--- src/rtl/card_match_fsm.sv ---
// card_match_fsm
// ------------------------------------------------------------------------
// Game-control stage of a memory/concentration card game.
// - Accepts card selections from the input/deck stage.
// - Tracks which cards are face-up and which are matched.
// - After each second flip, compares the two face values and drives the
//   reveal timer with start_timer/delay.
// - On timer_done, either retires the pair as matched or flips both cards
//   back face-down.
// - Counts moves and pairs, and flags game completion.
//
// Optional feature: define MOVE_LIMIT_EN to enable a move limit. This adds
// the game_lost output and the MAX_MOVES parameter.
//
// Ports:
//   clk          in   system clock, all logic on posedge
//   reset        in   synchronous active-high reset
//   sel_valid    in   one-cycle selection strobe
//   sel_idx      in   selected card index (IDX_W)
//   sel_val      in   face value of the selected card (VAL_W)
//   sel_reject   out  one-cycle pulse when a selection is ignored
//   start_timer  out  held high for the whole reveal wait
//   delay        out  reveal duration in clocks, stable while start_timer=1
//   timer_done   in   completion pulse from the reveal timer
//   face_up      out  revealed, unmatched cards (NUM_CARDS)
//   matched      out  retired cards (NUM_CARDS)
//   moves        out  completed pair attempts, saturating at 255
//   pairs        out  matched pair count (IDX_W)
//   game_over    out  sticky, set when the game ends
//   game_lost    out  (MOVE_LIMIT_EN only) move limit exhausted
module card_match_fsm #(
  parameter int          NUM_CARDS      = 16,
  parameter int          IDX_W          = 4,
  parameter int          VAL_W          = 3,
  parameter logic [15:0] MATCH_DELAY    = 16'd10000,
  parameter logic [15:0] MISMATCH_DELAY = 16'd50000
`ifdef MOVE_LIMIT_EN
  , parameter logic [7:0] MAX_MOVES     = 8'd40
`endif
) (
  input  logic                 clk,
  input  logic                 reset,
  input  logic                 sel_valid,
  input  logic [IDX_W-1:0]     sel_idx,
  input  logic [VAL_W-1:0]     sel_val,
  output logic                 sel_reject,
  output logic                 start_timer,
  output logic [15:0]          delay,
  input  logic                 timer_done,
  output logic [NUM_CARDS-1:0] face_up,
  output logic [NUM_CARDS-1:0] matched,
  output logic [7:0]           moves,
  output logic [IDX_W-1:0]     pairs,
  output logic                 game_over
`ifdef MOVE_LIMIT_EN
  , output logic               game_lost
`endif
);

  typedef enum logic [1:0] {IDLE, ONE_UP, WAIT, DONE} state_t;

  // One bit wider than sel_idx, so that out-of-range indices can be detected
  // even when NUM_CARDS == 2**IDX_W.
  localparam logic [IDX_W:0]   NUM_CARDS_EXT = (IDX_W+1)'(NUM_CARDS);
  localparam logic [IDX_W-1:0] PAIRS_LAST    = IDX_W'(NUM_CARDS/2 - 1);

  state_t               state_q, state_d;
  logic [NUM_CARDS-1:0] face_up_q, face_up_d;
  logic [NUM_CARDS-1:0] matched_q, matched_d;
  logic [7:0]           moves_q, moves_d;
  logic [IDX_W-1:0]     pairs_q, pairs_d;
  logic                 start_timer_q, start_timer_d;
  logic [15:0]          delay_q, delay_d;
  logic                 sel_reject_q, sel_reject_d;
  logic                 game_over_q, game_over_d;
  logic [IDX_W-1:0]     first_idx_q, first_idx_d;
  logic [VAL_W-1:0]     first_val_q, first_val_d;
  logic [IDX_W-1:0]     second_idx_q, second_idx_d;
  logic                 pair_eq_q, pair_eq_d;
`ifdef MOVE_LIMIT_EN
  logic                 game_lost_q, game_lost_d;
`endif

  // One-hot decodes of the incoming and latched indices.
  // An out-of-range index decodes to all zeros.
  logic [NUM_CARDS-1:0] sel_oh, first_oh, second_oh;

  for (genvar gi = 0; gi < NUM_CARDS; gi++) begin : g_dec
    assign sel_oh[gi]    = (sel_idx      == IDX_W'(gi));
    assign first_oh[gi]  = (first_idx_q  == IDX_W'(gi));
    assign second_oh[gi] = (second_idx_q == IDX_W'(gi));
  end

  logic idx_ok, card_free, can_sel, accept;

  always_comb begin
    idx_ok    = ({1'b0, sel_idx} < NUM_CARDS_EXT);
    card_free = idx_ok && ((sel_oh & (face_up_q | matched_q)) == '0);
    can_sel   = (state_q == IDLE) || (state_q == ONE_UP);
    accept    = sel_valid && can_sel && card_free;
  end

  always_comb begin
    state_d       = state_q;
    face_up_d     = face_up_q;
    matched_d     = matched_q;
    moves_d       = moves_q;
    pairs_d       = pairs_q;
    start_timer_d = start_timer_q;
    delay_d       = delay_q;
    game_over_d   = game_over_q;
    first_idx_d   = first_idx_q;
    first_val_d   = first_val_q;
    second_idx_d  = second_idx_q;
    pair_eq_d     = pair_eq_q;
    sel_reject_d  = sel_valid && !accept;
`ifdef MOVE_LIMIT_EN
    game_lost_d   = game_lost_q;
`endif

    case (state_q)
      IDLE: begin
        if (accept) begin
          face_up_d   = face_up_q | sel_oh;
          first_idx_d = sel_idx;
          first_val_d = sel_val;
          state_d     = ONE_UP;
        end
      end

      ONE_UP: begin
        if (accept) begin
          face_up_d     = face_up_q | sel_oh;
          second_idx_d  = sel_idx;
          moves_d       = (moves_q == 8'hFF) ? moves_q : moves_q + 8'd1;
          // The comparison result is kept so that WAIT need not re-derive
          // it from delay.
          pair_eq_d     = (sel_val == first_val_q);
          delay_d       = (sel_val == first_val_q) ? MATCH_DELAY : MISMATCH_DELAY;
          start_timer_d = 1'b1;
          state_d       = WAIT;
        end
      end

      WAIT: begin
        if (timer_done) begin
          start_timer_d = 1'b0;
          face_up_d     = face_up_q & ~(first_oh | second_oh);
          if (pair_eq_q) begin
            matched_d = matched_q | first_oh | second_oh;
            pairs_d   = pairs_q + 1'b1;
            if (pairs_q == PAIRS_LAST) begin
              game_over_d = 1'b1;
              state_d     = DONE;
            end else begin
              state_d = IDLE;
            end
          end else begin
            state_d = IDLE;
`ifdef MOVE_LIMIT_EN
            // Only a mismatch can exhaust the limit, so a winning match
            // always takes priority.
            if (moves_q >= MAX_MOVES) begin
              game_lost_d = 1'b1;
              game_over_d = 1'b1;
              state_d     = DONE;
            end
`endif
          end
        end
      end

      DONE: begin
        game_over_d = 1'b1;
      end

      default: state_d = IDLE;
    endcase
  end

  always_ff @(posedge clk) begin
    if (reset) begin
      state_q       <= IDLE;
      face_up_q     <= '0;
      matched_q     <= '0;
      moves_q       <= '0;
      pairs_q       <= '0;
      start_timer_q <= 1'b0;
      delay_q       <= '0;
      sel_reject_q  <= 1'b0;
      game_over_q   <= 1'b0;
      first_idx_q   <= '0;
      first_val_q   <= '0;
      second_idx_q  <= '0;
      pair_eq_q     <= 1'b0;
`ifdef MOVE_LIMIT_EN
      game_lost_q   <= 1'b0;
`endif
    end else begin
      state_q       <= state_d;
      face_up_q     <= face_up_d;
      matched_q     <= matched_d;
      moves_q       <= moves_d;
      pairs_q       <= pairs_d;
      start_timer_q <= start_timer_d;
      delay_q       <= delay_d;
      sel_reject_q  <= sel_reject_d;
      game_over_q   <= game_over_d;
      first_idx_q   <= first_idx_d;
      first_val_q   <= first_val_d;
      second_idx_q  <= second_idx_d;
      pair_eq_q     <= pair_eq_d;
`ifdef MOVE_LIMIT_EN
      game_lost_q   <= game_lost_d;
`endif
    end
  end

  assign sel_reject  = sel_reject_q;
  assign start_timer = start_timer_q;
  assign delay       = delay_q;
  assign face_up     = face_up_q;
  assign matched     = matched_q;
  assign moves       = moves_q;
  assign pairs       = pairs_q;
  assign game_over   = game_over_q;
`ifdef MOVE_LIMIT_EN
  assign game_lost   = game_lost_q;
`endif

endmodule

--- config.mk ---
export PLATFORM = sky130hd
export DESIGN_NAME = card_match_fsm
export DESIGN_NICKNAME = d
export VERILOG_FILES = /design/src/rtl/card_match_fsm.sv
export SDC_FILE = /design/constraint.sdc
export NUM_CORES = 1
export LEC_CHECK = 0
export ABC_AREA = 1
export CORE_ASPECT_RATIO = 1.2
export CORE_MARGIN = 4
export CORE_UTILIZATION = 55
export CTS_CLUSTER_DIAMETER = 80
export DETAILED_ROUTE_END_ITERATION = 8
export GPL_TIMING_DRIVEN = 1
export PLACE_DENSITY = 0.85
export SYNTH_ARGS = -nofsm -noshare
export SYNTH_HDL_FRONTEND = slang
export SYNTH_SLANG_ARGS = --single-unit
--- constraint.sdc ---
create_clock -name clk -period 4.1 [get_ports clk]
set_clock_uncertainty 0.15 [all_clocks]
set_input_delay 1.025 -clock clk [delete_from_list [all_inputs] [get_ports clk]]
set_output_delay 1.025 -clock clk [all_outputs]
set_load 0.03 [all_outputs]
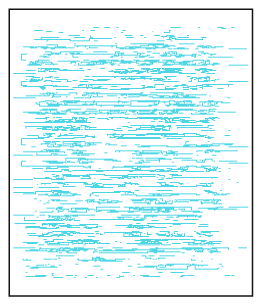
m1.png
(3 px per um)
- wire length on this layer: 4260 um
- longest straight run: 32.7 um
- main direction: horizontal
- share of all routed wire: 41%
- nets with wire on the layer: 547

==> Slide: Implementation Results <==
Synthesis and Place & Route Summary

Routing
  • Max Used Layer: met4
  • WL met2: 5310 um
  • 1st-iter DRT viols: 331
  • Via Count: 3686
  • Final wirelength: between 10000 and 15000 um
  • Metal3 WL: 546 um
  • DRT antenna net count: 0
  • Avg WL per Cell: between 15 and 20 um

Yosys
  • Register share after synthesis: 0.363
  • Library cells used by synthesis: 37
  • Top non-seq family: simple AND/OR/NAND/NOR gates
  • Basic Gates by Area: 0.282
  • Post-synth area from yosys stat: 3480 um2
  • Syn avg cell area: about 6.6 um2
  • Post-Syn Area: 3480 um2
  • Area fraction in compound gates: 0.174
  • Yosys cell count: 527
  • Count leader, synth: nand2_1
  • Syn Inst Count: 527
  • Cell area leaders: dfxtp_1 (36%), nand2_1 (11%), nor2_1 (9.8%)
  • Adders+Majority by Area: 0.0216

Floorplan
  • Chip area: 7660 um2
  • I/O Pins: between 70 and 80
  • Die X: 80.6 um
  • Tap Count: slightly above 80
  • Row count: 31
  • Die Y: 95.1 um

Clocking
  • CTS Sinks: 63
  • CTS clk-pin slew, worst paths: 0.07 ns
  • Clk latency late pin: 0.35 ns
  • CTS root buf: clkbuf_8

Final layout
  • Register area: ~1300 um2
  • Area Growth Syn to Fin: 24.0%
  • Top cell excl fill/tap: nand2_1
  • Nets: about 600
  • Dominant kind of cell by area: logic gates
  • Signal inverters: 73
  • Cell area after layout: 4310 um2
  • Share of layout cells above drive strength 1: 0.0564
  • Non-CTS buffers: 68
  • Seq_cells: 63
  • Signal buffers share of area: 0.159
  • Clk_buf instances: 13
  • Clock-cell share: 0.0502
  • Multi-In Gates: 366
  • Most common logic cells in the final layout: nand2_1 (102), nor2_1 (91), inv_1 (69)
  • Seq/total area: 0.293
  • Comb. cell area: 1770 um2
  • Final instance count without filler cells: between 600 and 700
  • Comb/total area: 0.410

Setup path
  • FF-to-FF Start: state_q[1]
  • Startpoint Class: input pin
  • Worst path most repeated cell: nand2_1
  • Worst setup EP type: flip-flop
  • R2R cell count: 9
  • Worst path slowest cell: clkdlybuf4s50_1
  • R2R setup slack: 1.54 ns
  • Crit path cell chain: clkdlybuf4s50_1 > inv_2 > nor2_1 > nand3_1 > nand2_1 > nor2_2 > nand3_2 > nor2_8 > o21ai_4 > buf_12 > nand2_1 > nand2_1 > nor2_1
  • Worst flop-to-flop path endpoint: face_up[1]
  • Critical Path Stages: 13
  • Highest cell delay on the worst timing path: 0.75 ns
  • Crit-path leading delay family: simple AND/OR/NAND/NOR gates

Final timing
  • Worst Max-Slew Pin Slew: approximately 1 ns
  • Hold Vio Cnt, Final: 0
  • Cycle use final: 0.788
  • Final Hold Slack: 0.322 ns
  • Total negative slack: 0 ns
  • Crit path time final: 3.23 ns

Place
  • Dpl hpwl: about 7400 um
  • I/O Buffers: 65
  • Worst slack, placed: 0.551 ns
  • Post-DP Area: 4090 um2

Global route
  • Residual overflow from global routing: 0
  • Global Route Usage Sum: 0.282
  • GR Util met1: 0.328
  • Vias in the first global route: approximately 3.4k

Pwr
  • Leak pwr: 1.84 nW
  • P_sw: 1.09 mW
  • Power in sequential cells: 0.826 mW
  • Cell Pwr Density: 592 nW/um2
  • Seq pwr share: 0.324
  • Clock power frac: 0.232
  • P_clk: 0.592 mW
  • Total chip power: approximately 2.6 mW

Hold path
  • Worst hold path cell count: 2
  • WHS Endpoint: start_timer
  • Hold crit path type: flip-flop to flip-flop
  • Hold Startpoint: start_timer

Run
  • MaxCap Viol Count: 0

Run status
  • Status: complete, no violations
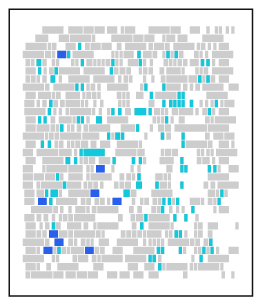
gates.png
(3 px per um)
- blue: xor and xnor cells (cells 9)
- cyan: nor cells (cells 101; where all over the die)

No activity file was given, so power comes from the tool's default toggle rates.
